**config.mk**
```make
export PLATFORM = sky130hd
export DESIGN_NAME = ldl_rr_dispatch
export DESIGN_NICKNAME = d
export VERILOG_FILES = /design/src/rtl/ldl_rr_dispatch.sv
export SDC_FILE = /design/constraint.sdc
export NUM_CORES = 1
export LEC_CHECK = 0
export CAP_MARGIN = 20
export CORE_MARGIN = 2
export CORE_UTILIZATION = 50
export CTS_BUF_LIST = sky130_fd_sc_hd__clkbuf_16
export DETAILED_ROUTE_END_ITERATION = 16
export PLACE_DENSITY = 0.79
export SLEW_MARGIN = 20
export SYNTH_ARGS = -nofsm -noshare
export SYNTH_HDL_FRONTEND = slang
export SYNTH_SLANG_ARGS = --single-unit
```
**constraint.sdc**
```tcl
create_clock -name clk -period 4 [get_ports clk]
set_input_delay 0.4 -clock clk [delete_from_list [all_inputs] [get_ports clk]]
set_output_delay 0.4 -clock clk [all_outputs]
set_load 0.005 [all_outputs]
```
**src/rtl/ldl_rr_dispatch.sv**
```systemverilog
// Round-robin dispatcher: fans one valid/ready stream out to REQ_WIDTH channels,
// choosing the next enabled channel with credit after the last one served.
module ldl_rr_dispatch #(
  parameter int BIN_WIDTH    = 3,
  parameter int DATA_WIDTH   = 8,
  parameter int CREDIT_WIDTH = 2,
  parameter int CREDIT_INIT  = 2
) (
  input  logic                       clk,
  input  logic                       rst,
  input  logic                       in_valid,
  input  logic [DATA_WIDTH-1:0]      in_data,
  output logic                       in_ready,
  input  logic [(1<<BIN_WIDTH)-1:0]  dst_en,
  input  logic [(1<<BIN_WIDTH)-1:0]  credit_ret,
  output logic                       out_valid,
  output logic [BIN_WIDTH-1:0]       out_bin,
  output logic [(1<<BIN_WIDTH)-1:0]  out_sel,
  output logic [DATA_WIDTH-1:0]      out_data,
  output logic                       ovf_err
);

  localparam int REQ_WIDTH = 1 << BIN_WIDTH;
  localparam logic [CREDIT_WIDTH-1:0] CREDIT_MAX = '1;
  localparam logic [CREDIT_WIDTH-1:0] CREDIT_RST = CREDIT_WIDTH'(CREDIT_INIT);

  logic [CREDIT_WIDTH-1:0] credit     [REQ_WIDTH];
  logic [CREDIT_WIDTH-1:0] credit_nxt [REQ_WIDTH];
  logic [BIN_WIDTH-1:0]    ptr;
  logic [REQ_WIDTH-1:0]    eligible;
  logic [REQ_WIDTH-1:0]    dec;
  logic [BIN_WIDTH-1:0]    sel;
  logic                    accept;
  logic                    ovf_hit;

  // Eligibility looks only at registered credit, so a return this cycle
  // cannot enable a channel until the next one.
  always_comb begin
    for (int i = 0; i < REQ_WIDTH; i++) begin
      eligible[i] = dst_en[i] & (credit[i] != '0);
    end
  end

  assign in_ready = |eligible;
  assign accept   = in_valid & in_ready;

  // Scan from the far end back towards ptr so the nearest eligible index,
  // counting forward from ptr with wrap, is the one left in sel.
  always_comb begin
    logic [BIN_WIDTH-1:0] idx;
    // NOTE: every combinational output gets a default before any conditional
    // assignment; otherwise a path that skips it infers a latch.
    sel = ptr;
    idx = '0;
    for (int k = REQ_WIDTH - 1; k >= 0; k--) begin
      idx = ptr + BIN_WIDTH'(k);
      if (eligible[idx]) sel = idx;
    end
  end

  assign dec = accept ? (REQ_WIDTH'(1) << sel) : '0;

  always_comb begin
    ovf_hit = 1'b0;
    for (int i = 0; i < REQ_WIDTH; i++) begin
      credit_nxt[i] = credit[i];
      unique case ({dec[i], credit_ret[i]})
        2'b10: credit_nxt[i] = credit[i] - 1'b1;
        2'b01: begin
          if (credit[i] == CREDIT_MAX) ovf_hit = 1'b1;
          else                         credit_nxt[i] = credit[i] + 1'b1;
        end
        default: credit_nxt[i] = credit[i];
      endcase
    end
  end

  // NOTE: state registers use non-blocking assignments so every flop samples
  // the pre-edge values regardless of statement order.
  always_ff @(posedge clk or posedge rst) begin
    if (rst) begin
      // NOTE: the credit array is a set of live counters, not storage, so it
      // must be loaded on reset like any other state register.
      for (int i = 0; i < REQ_WIDTH; i++) credit[i] <= CREDIT_RST;
      ptr     <= '0;
      ovf_err <= 1'b0;
    end else begin
      for (int i = 0; i < REQ_WIDTH; i++) credit[i] <= credit_nxt[i];
      if (accept)  ptr     <= sel + 1'b1;
      if (ovf_hit) ovf_err <= 1'b1;
    end
  end

  always_ff @(posedge clk or posedge rst) begin
    if (rst) begin
      out_valid <= 1'b0;
      out_bin   <= '0;
      out_sel   <= '0;
      out_data  <= '0;
    end else begin
      out_valid <= accept;
      out_sel   <= dec;
      if (accept) begin
        out_bin  <= sel;
        out_data <= in_data;
      end
    end
  end

endmodule

```
closeup.png
Scale bar: 5 um. Window x 32 to 52, y 49 to 69 um. Cells in gray, sequential cells in the stronger gray; small squares are vias.
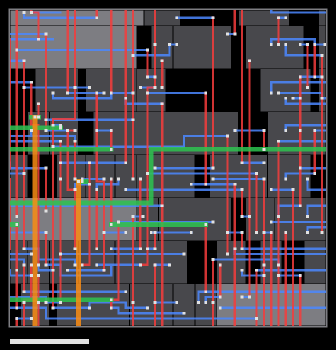
[red] M2
[blue] M1
[orange] M4
[green] M3
most frequent: nand3_1 (4)
cells with their middle in the window: 36
netlist names of flops here include: credit (2), out_bin (1)
sequential cells in the window: 3

route_heat.png
17 x 17 tiles, from white (low) to dark blue (high), scaled to the fullest tile. Values are wire area over tile area, all layers added.
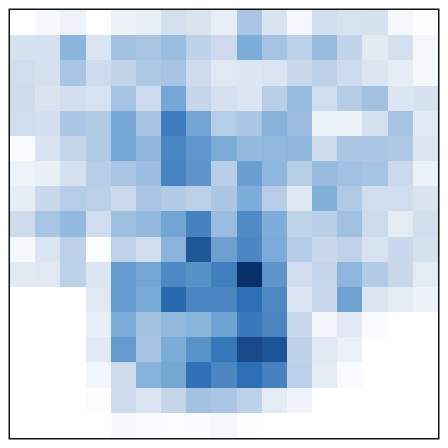
tiles over half the peak: 15%
emptiest ninth of the die: south-east
nearly empty tiles: 16%
densest ninth of the die: center
fullest tile: 0.71

==> flow_summary_export.csv <==
group,metric,value,unit
finish,fin_nets,431,
grt,gr-usage-met2,37.2,%
final_timing,whs,398,ps
finish,seq_share,25.1,%
placement,placed_cells,463,
drt,m1WireLength,3640,um
clock_tree,htree_levels,2,
die,fp.coreArea,6240,um2
die,die_area,7000,um2
logic_synthesis,synth.cell_area,3180,um2
worst_setup_path,cp.depth,15,
die,taps,77,
finish,fillers,508,
worst_setup_path,arrival,3900,ps
finish,largestClassByArea,"combinational gates",
finish,inverters_excl_clock,16,
finish,drive_above_1_share,19.6,%
outcome,outcome,"complete, no violations",
logic_synthesis,fp_nets,366,
worst_setup_path,max_stage_delay,620,ps
die,die_width,83.7,um
logic_synthesis,async_flop_share,100,%
logic_synthesis,yosys-stat-cells,331,
clock_tree,clock_path_buffers,2,
final_timing,tns,0,ps
die,io_pins,49,
finish,fin_util,64.7,%
finish,clock_area_share,3.41,%
logic_synthesis,synth_flops,40,
worst_setup_path,cpMostUsedCell,"ha_1",
placement,dpl_cell_area,3810,um2
drt,drtIter0Drc,314,
finish,area_growth,27.2,%
clock_tree,hold_buffers,0,
drt,vias_per_cell,6.07,
drt,wl,8250,um
worst_setup_path,worstPathRequired,4160,ps
clock_tree,clock-sinks,40,
logic_synthesis,syn_inst,331,
final_timing,setup_ws,259,ps
power_and_ir_drop,power,3.50,mW
drt,topRoutingLayerUsed,"met4",
drt,ant_nets,0,
worst_setup_path,cp-end-kind,"flop",
power_and_ir_drop,power_density,868,nW/um2
final_timing,worst_slew_pin_slew,671,ps
drt,drc,0,
grt,grt_pass1_wl,13500,um
logic_synthesis,synth_chip_area,3180,um2
worst_setup_path,critPathCapture,"ovf_err$_DFFE_PP0P_",
logic_synthesis,edf_count,0,
worst_setup_path,r2r-end,"ovf_err$_DFFE_PP0P_",
finish,buffers_excl_clock,67,
job,maxCapViolCount,0,
final_timing,fin_skew,6.11,ps
finish,n_clock_buffer,5,
die,rows,29,
grt,antenna_found_initial,0,
worst_setup_path,startpoint,"ptr[0]$_DFFE_PP0P_",
grt,grt_usage,23.6,%
worst_setup_path,worstRegToRegCells,15,
final_timing,setup_viol,0,
logic_synthesis,flop_cell,"dfrtp_1",
finish,ff_count,40,
power_and_ir_drop,worst_ir_drop_vdd,0.406,mV
final_timing,rsz0062_at_grt,"no",
grt,met3_usage,4.85,%
worst_setup_path,cp_max_fo,4,
placement,io_buffers,48,
grt,grt_overflow,0,
## registers in the layout (all words and copies together) (netlist names)
| register | count |
|---|---|
| ovf_err | 1 |
| out_bin | 3 |
| credit | 16 |
| out_sel | 8 |
| out_valid | 1 |
| ptr | 3 |
| out_data | 8 |
## cells in the mapped netlist, drive strengths merged (2+ instances only)
master,n,area share (%)
o21ai,31,5.8
o221ai,5,1.9
a211o,2,0.63
dfrtp,32,25
nor3,7,1.1
o211a,2,0.63
clkbuf,5,1.2
nor2b,5,0.99
inv,16,1.9
o22ai,5,1.2
mux2i,27,8.5
a211oi,2,0.63
o211ai,5,1.9
xnor2,6,1.9
or3b,2,0.55
or4,3,0.71
and2,5,0.99
xor2,2,0.55
nand2b,7,1.4
o31ai,4,2.2
nor2,15,1.8
nor3b,4,0.95
o21a,8,1.9
nand3,14,2.2
nand2,46,5.4
a221oi,2,0.55
mux4,11,7.9
a21oi,12,1.9
or3,4,0.79
a21o,2,0.51
a2bb2oi,2,0.55
ha,8,3.2
nor4,2,0.39
dfstp,8,6.6
buf,4,0.83
nand3b,3,0.71
## timing repair
action                     CTS  global route
gates resized                0            13
setup buffers                0             3
setup endpoints to repair    0            12
## kinds of logic (layout without fill, tap and decap cells)
group | Yosys count | in the layout | share of synthesized area [%]
XOR/XNOR | 8 | 8 | 2.44
AND-OR/OR-AND | 89 | 89 | 22.7
adder cells (fa/ha/maj) | 8 | 8 | 3.15
buffers and inverters | 25 | 91 | 3.94
AND/OR/NAND/NOR | 122 | 122 | 19.1
flip-flops | 40 | 40 | 31.8
multiplexers | 39 | 39 | 16.8
## power by group
group / internal [mW] / switching, mW
registers: 0.504 / 0.127
logic: 1.15 / 1.34
clock network: 0.225 / 0.150
No activity file was given, so power comes from the tool's default toggle rates.
